[src/rtl/alu_pkg.sv]
// rtl/alu_pkg.sv - shared types and constants for the multi-pass ALU sequencer
package alu_pkg;

  typedef enum logic [1:0] {
    IDLE = 2'd0,
    RUN  = 2'd1,
    DONE = 2'd2
  } state_t;

  // Bit positions inside the per-pass and accumulated flag words
  localparam int FLAG_Z  = 0;
  localparam int FLAG_C  = 1;
  localparam int FLAG_E  = 2;
  localparam int FLAG_LT = 3;
  localparam int FLAG_GT = 4;
  localparam int FLAG_H  = 5;

  localparam logic [3:0] ALU_ADD = 4'b1001;
  localparam logic [3:0] ALU_SUB = 4'b0110;

endpackage

[src/rtl/alu_flag_acc.sv]
// rtl/alu_flag_acc.sv - folds per-pass ALU flags into one flag word for a wide operation
module alu_flag_acc
  import alu_pkg::*;
(
  input  logic       clk,
  input  logic       rst_n,
  input  logic       i_clear,
  input  logic       i_acc,
  input  logic       i_first,
  input  logic       i_last,
  input  logic [7:0] i_flags,
  output logic [7:0] o_flags_next
);

  logic r_z, r_e, r_c, r_lt, r_gt, r_h;
  logic w_z, w_e, w_c, w_lt, w_gt, w_h;
  logic w_unused_flags;

  assign w_unused_flags = ^i_flags[7:6];

  // Z/E span every pass, H comes from the low byte, C/LT/GT from the high byte
  always_comb begin
    w_z  = r_z & i_flags[FLAG_Z];
    w_e  = r_e & i_flags[FLAG_E];
    w_h  = i_first ? i_flags[FLAG_H]  : r_h;
    w_c  = i_last  ? i_flags[FLAG_C]  : r_c;
    w_lt = i_last  ? i_flags[FLAG_LT] : r_lt;
    w_gt = i_last  ? i_flags[FLAG_GT] : r_gt;
    o_flags_next          = 8'h00;
    o_flags_next[FLAG_Z]  = w_z;
    o_flags_next[FLAG_C]  = w_c;
    o_flags_next[FLAG_E]  = w_e;
    o_flags_next[FLAG_LT] = w_lt;
    o_flags_next[FLAG_GT] = w_gt;
    o_flags_next[FLAG_H]  = w_h;
  end

  always_ff @(posedge clk) begin
    if (!rst_n) begin
      r_z  <= 1'b0;
      r_e  <= 1'b0;
      r_c  <= 1'b0;
      r_lt <= 1'b0;
      r_gt <= 1'b0;
      r_h  <= 1'b0;
    end else if (i_clear) begin
      r_z  <= 1'b1;
      r_e  <= 1'b1;
      r_c  <= 1'b0;
      r_lt <= 1'b0;
      r_gt <= 1'b0;
      r_h  <= 1'b0;
    end else if (i_acc) begin
      r_z  <= w_z;
      r_e  <= w_e;
      r_c  <= w_c;
      r_lt <= w_lt;
      r_gt <= w_gt;
      r_h  <= w_h;
    end
  end

endmodule

[src/rtl/alu_seq.sv]
// rtl/alu_seq.sv - drives an 8-bit ALU one byte per cycle to execute a BYTES-wide operation
module alu_seq
  import alu_pkg::*;
#(
  parameter int BYTES = 2
) (
  input  logic                 clk,
  input  logic                 rst_n,
  input  logic                 op_valid,
  output logic                 op_ready,
  input  logic [8*BYTES-1:0]   op_a,
  input  logic [8*BYTES-1:0]   op_b,
  input  logic [3:0]           op_s,
  input  logic                 op_m,
  input  logic                 op_cn_n,
  output logic [7:0]           alu_a,
  output logic [7:0]           alu_b,
  output logic [3:0]           alu_s,
  output logic                 alu_m,
  output logic                 alu_cn_n,
  input  logic [7:0]           alu_f,
  input  logic [7:0]           alu_flags,
  input  logic                 alu_cn8_n,
  output logic                 res_valid,
  input  logic                 res_ready,
  output logic [8*BYTES-1:0]   res_f,
  output logic [7:0]           res_flags
);

  localparam int W = 8 * BYTES;

  state_t         r_state;
  logic [2:0]     r_p;
  logic [W-1:0]   r_a, r_b, r_acc_f;
  logic [3:0]     r_s;
  logic           r_m, r_cn_n, r_cn8_n;
  logic [W-1:0]   w_f_next;
  logic [7:0]     w_flags_next;
  logic           w_run, w_last, w_accept;

  assign w_run     = (r_state == RUN);
  assign w_last    = (r_p == 3'(BYTES - 1));
  assign w_accept  = (r_state == IDLE) && op_valid;
  assign op_ready  = (r_state == IDLE);
  assign res_valid = (r_state == DONE);

  always_comb begin
    alu_a    = 8'h00;
    alu_b    = 8'h00;
    alu_s    = w_run ? r_s : 4'h0;
    alu_m    = w_run ? r_m : 1'b0;
    alu_cn_n = w_run ? ((r_p == 3'd0) ? r_cn_n : r_cn8_n) : 1'b1;
    w_f_next = r_acc_f;
    for (int i = 0; i < BYTES; i++) begin
      if (w_run && r_p == 3'(i)) begin
        alu_a              = r_a[8*i +: 8];
        alu_b              = r_b[8*i +: 8];
        w_f_next[8*i +: 8] = alu_f;
      end
    end
  end

  alu_flag_acc u_flag_acc (
    .clk          (clk),
    .rst_n        (rst_n),
    .i_clear      (w_accept),
    .i_acc        (w_run),
    .i_first      (r_p == 3'd0),
    .i_last       (w_last),
    .i_flags      (alu_flags),
    .o_flags_next (w_flags_next)
  );

  // res_f/res_flags only change on completion, so they hold through the next op's RUN
  always_ff @(posedge clk) begin
    if (!rst_n) begin
      r_state   <= IDLE;
      r_p       <= 3'd0;
      r_a       <= '0;
      r_b       <= '0;
      r_s       <= 4'h0;
      r_m       <= 1'b0;
      r_cn_n    <= 1'b0;
      r_cn8_n   <= 1'b1;
      r_acc_f   <= '0;
      res_f     <= '0;
      res_flags <= 8'h00;
    end else begin
      unique case (r_state)
        IDLE: begin
          if (op_valid) begin
            r_a     <= op_a;
            r_b     <= op_b;
            r_s     <= op_s;
            r_m     <= op_m;
            r_cn_n  <= op_cn_n;
            r_p     <= 3'd0;
            r_acc_f <= '0;
            r_state <= RUN;
          end
        end
        RUN: begin
          r_acc_f <= w_f_next;
          r_cn8_n <= alu_cn8_n;
          if (w_last) begin
            res_f     <= w_f_next;
            res_flags <= w_flags_next;
            r_p       <= 3'd0;
            r_state   <= DONE;
          end else begin
            r_p <= r_p + 3'd1;
          end
        end
        DONE: begin
          if (res_ready) r_state <= IDLE;
        end
        default: r_state <= IDLE;
      endcase
    end
  end

endmodule

[config.mk]
export PLATFORM = sky130hd
export DESIGN_NAME = alu_seq
export DESIGN_NICKNAME = d
export VERILOG_FILES = /design/src/rtl/alu_pkg.sv /design/src/rtl/alu_flag_acc.sv /design/src/rtl/alu_seq.sv
export SDC_FILE = /design/constraint.sdc
export NUM_CORES = 1
export LEC_CHECK = 0
export CORE_MARGIN = 10
export CORE_UTILIZATION = 48
export DETAILED_ROUTE_END_ITERATION = 12
export HOLD_SLACK_MARGIN = 0.08
export PLACE_DENSITY = 0.8
export SYNTH_ARGS = -nofsm -noshare
export SYNTH_HDL_FRONTEND = slang
export SYNTH_SLANG_ARGS = --single-unit
[constraint.sdc]
create_clock -name clk -period 4.7 [get_ports clk]
set_clock_uncertainty 0.15 [all_clocks]
set_input_delay 0.705 -clock clk [delete_from_list [all_inputs] [get_ports clk]]
set_output_delay 0.705 -clock clk [all_outputs]
set_load 0.01 [all_outputs]
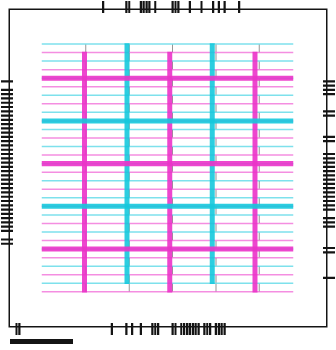
pdn.png
The bar under the picture is 20 µm long. Pins as bars on the die edge. Tap cells in grey.
cyan -> VDD
magenta -> VSS
met1 rails = 30
rows = 29
tap cells = 77
met4 straps = 5
signal pins = 107
Chip Width: 101 µm
chip height: 101 µm
CORE AREA: 0.00631 mm²
Max IR drop VDD: 0.261 mV

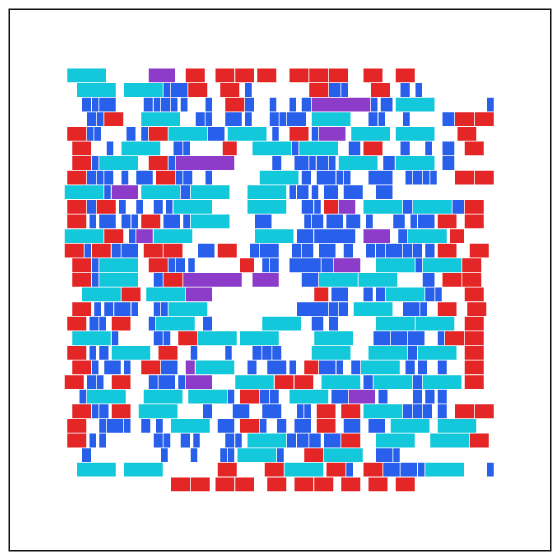
cell_classes.png
cyan -> flip-flops  # cells 77, share of their area 36%
blue -> all other logic  # cells 255, share of their area 33%
purple -> clock drivers and dummy loads  # cells 15, share of their area 5.6%
red -> other buffers and delay cells  # cells 108, share of their area 25%

==> results.tsv <==
metric	value	unit
outcome	finished, final reports clean	
flop and latch count out of synthesis	77	
final setup fails	0	
htree depth	3	
ANT nets after route	0	
hold endpoint	r_s[2]$_SDFFE_PN0P_	
IO buf count	102	
Final Hold Vio Count	0	
Main synth FF type	dfxtp_1	
switching power	372	µW
TritonCTS buffer count	9	
Simple-Gate Area Share	21.8	%
kind of critical path	flip-flop to output port	
Worst Hold Depth	2	
hold wc startpoint	r_s[2]$_SDFFE_PN0P_	
number of global-route vias before repair	2881	
Static Leakage	0.00157	µW
most numerous logic cell after layout	clkdlybuf4s50_1	
Setup Buffers After CTS	0	
placed cells	517	
Metal-1 WL	3530	µm
area post-placement	0.00410	mm²
slack of the worst reg-to-reg path	1990	ps
Pre-Place Util	49.4	%
Hold Buf Count CTS	0	
global route overflow	0	
non-filler cells, final	532	
Avg Inst Size Synth	8.52	µm²
FMAX	247	MHz
minimum clock period	4050	ps
Critical Path Fanout Max	18	
Final #Nets	510	
Worst R2R End	res_flags[0]$_SDFFE_PN0P_	
fin util	68.7	%
slowest cell delay on critical path	780	ps
critical-path cell list	or3b_1, nor2_2, a22o_1, clkdlybuf4s50_1	
Post-Layout Inst Area	0.00434	mm²
post-CTS sizing	0	
I/O Pins	107	
dpl ws	1050	ps
final tally of max-slew violations	0	
share of cells above drive strength 1	6.59	%
Clk network pwr share	39.3	%
Post-Synth XOR/XNOR Area	0.281	%
Post-Syn Instances	366	
Hold Slack	304	ps
DRC Markers	0	
startpoint types	flip-flop	
critical-path cell with the highest stage delay	nor2_2	
chip area in the Yosys report	0.00312	mm²
final setup TNS	0	ps
Cell variety after synth	38	
Met2 Routed Length	3930	µm
Worst EP required	3850	ps
PwrDens	349	mW/mm²
Cell Area, Synth	0.00312	mm²
mux share	1.28	%
Adders+Majority by Area	0	%
CP bufs+invs	1	
Max Buffers Root-to-Sink	2	
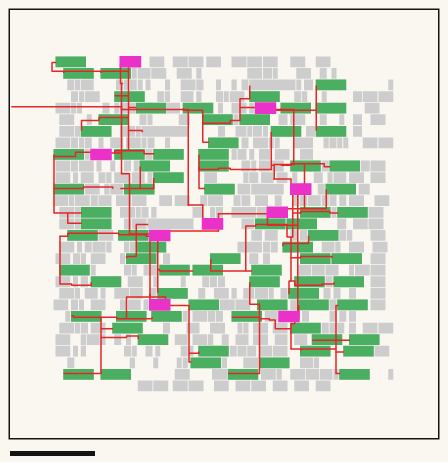
clock_map.png
The bar under the picture is 20 µm long.
green -> flip-flops  # count 77
magenta -> cells driving clock nets  # count 9
red -> clock wires  # length 924 µm
routed clock nets = 10

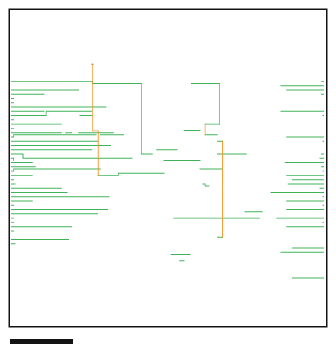
metal_stack.png
The bar under the picture is 20 µm long. Only two layers are drawn.
green -> met3  # wire length 905 µm
orange -> met4  # wire length 107 µm
gr usage total: 16.9%
Wirelength per Cell: 15.9 µm
vias: 2841
routed wire length: 8470 µm

routing by layer:
metal / vias up / track usage, %
met4: 0 / 6.20
met3: 12 / 8.16
met5: - / 0
li1: 1424 / -
met1: 1304 / 19.4
met2: 101 / 26.4
cells in the mapped netlist, types with 3 or more instances:
cell        n  area, µm²
nand2_1    98        368
dfxtp_1    77       1540
a21oi_1    50        250
a22o_1     24        210
clkbuf_1   14       52.6
nand3_1    14       70.1
o21ai_0    14       70.1
buf_2      13       65.1
o2bb2ai_1   7       61.3
and2_1      5       31.3
nor2b_1     5       31.3
buf_6       4       45.0
mux2i_1     4       40.0
buf_4       3       22.5
nand2b_1    3       18.8
nand4_1     3       18.8
nor2_1      3       11.3
power groups by stage:
stage	combinational [µW]	clock [µW]	sequential, µW
floorplan	122	0	716
global placement	206	0	722
detailed placement	210	0	724
finish	209	594	709
CTS	211	600	708
global route	232	625	713
sequential cells by signal, summed over array words and instances, names as in the netlist, 2 cells and up:
name       cells
r_a           16
r_acc_f        8
r_b           16
r_p            3
r_s            4
r_state        2
res_f         16
res_flags      6
cell type report:
type	count	area (µm²)
Inverter	2	7.51
Timing Repair Buffer	108	1070
Tap cell	77	96.3
Multi-Input combinational cell	253	1390
Clock buffer	9	124
Sequential cell	77	1540
Fill cell	534	1980
Clock inverter	6	113
how the worst max path moves through the flow:
stage,endpoint,start,slack (ps),depth (start not counted)
floorplan,alu_a[0],r_p[2]$_SDFFE_PN0P_,2340,6
global placement,alu_a[4],r_state[0]$_SDFFE_PN0P_,1100,4
detailed placement,alu_a[4],r_state[0]$_SDFFE_PN0P_,1050,4
CTS,alu_a[4],r_state[0]$_SDFFE_PN0P_,650,4
global route,alu_a[4],r_state[0]$_SDFFE_PN0P_,490,4
finish,alu_a[1],r_state[0]$_SDFFE_PN0P_,650,4
No activity file was given, so power comes from the tool's default toggle rates.
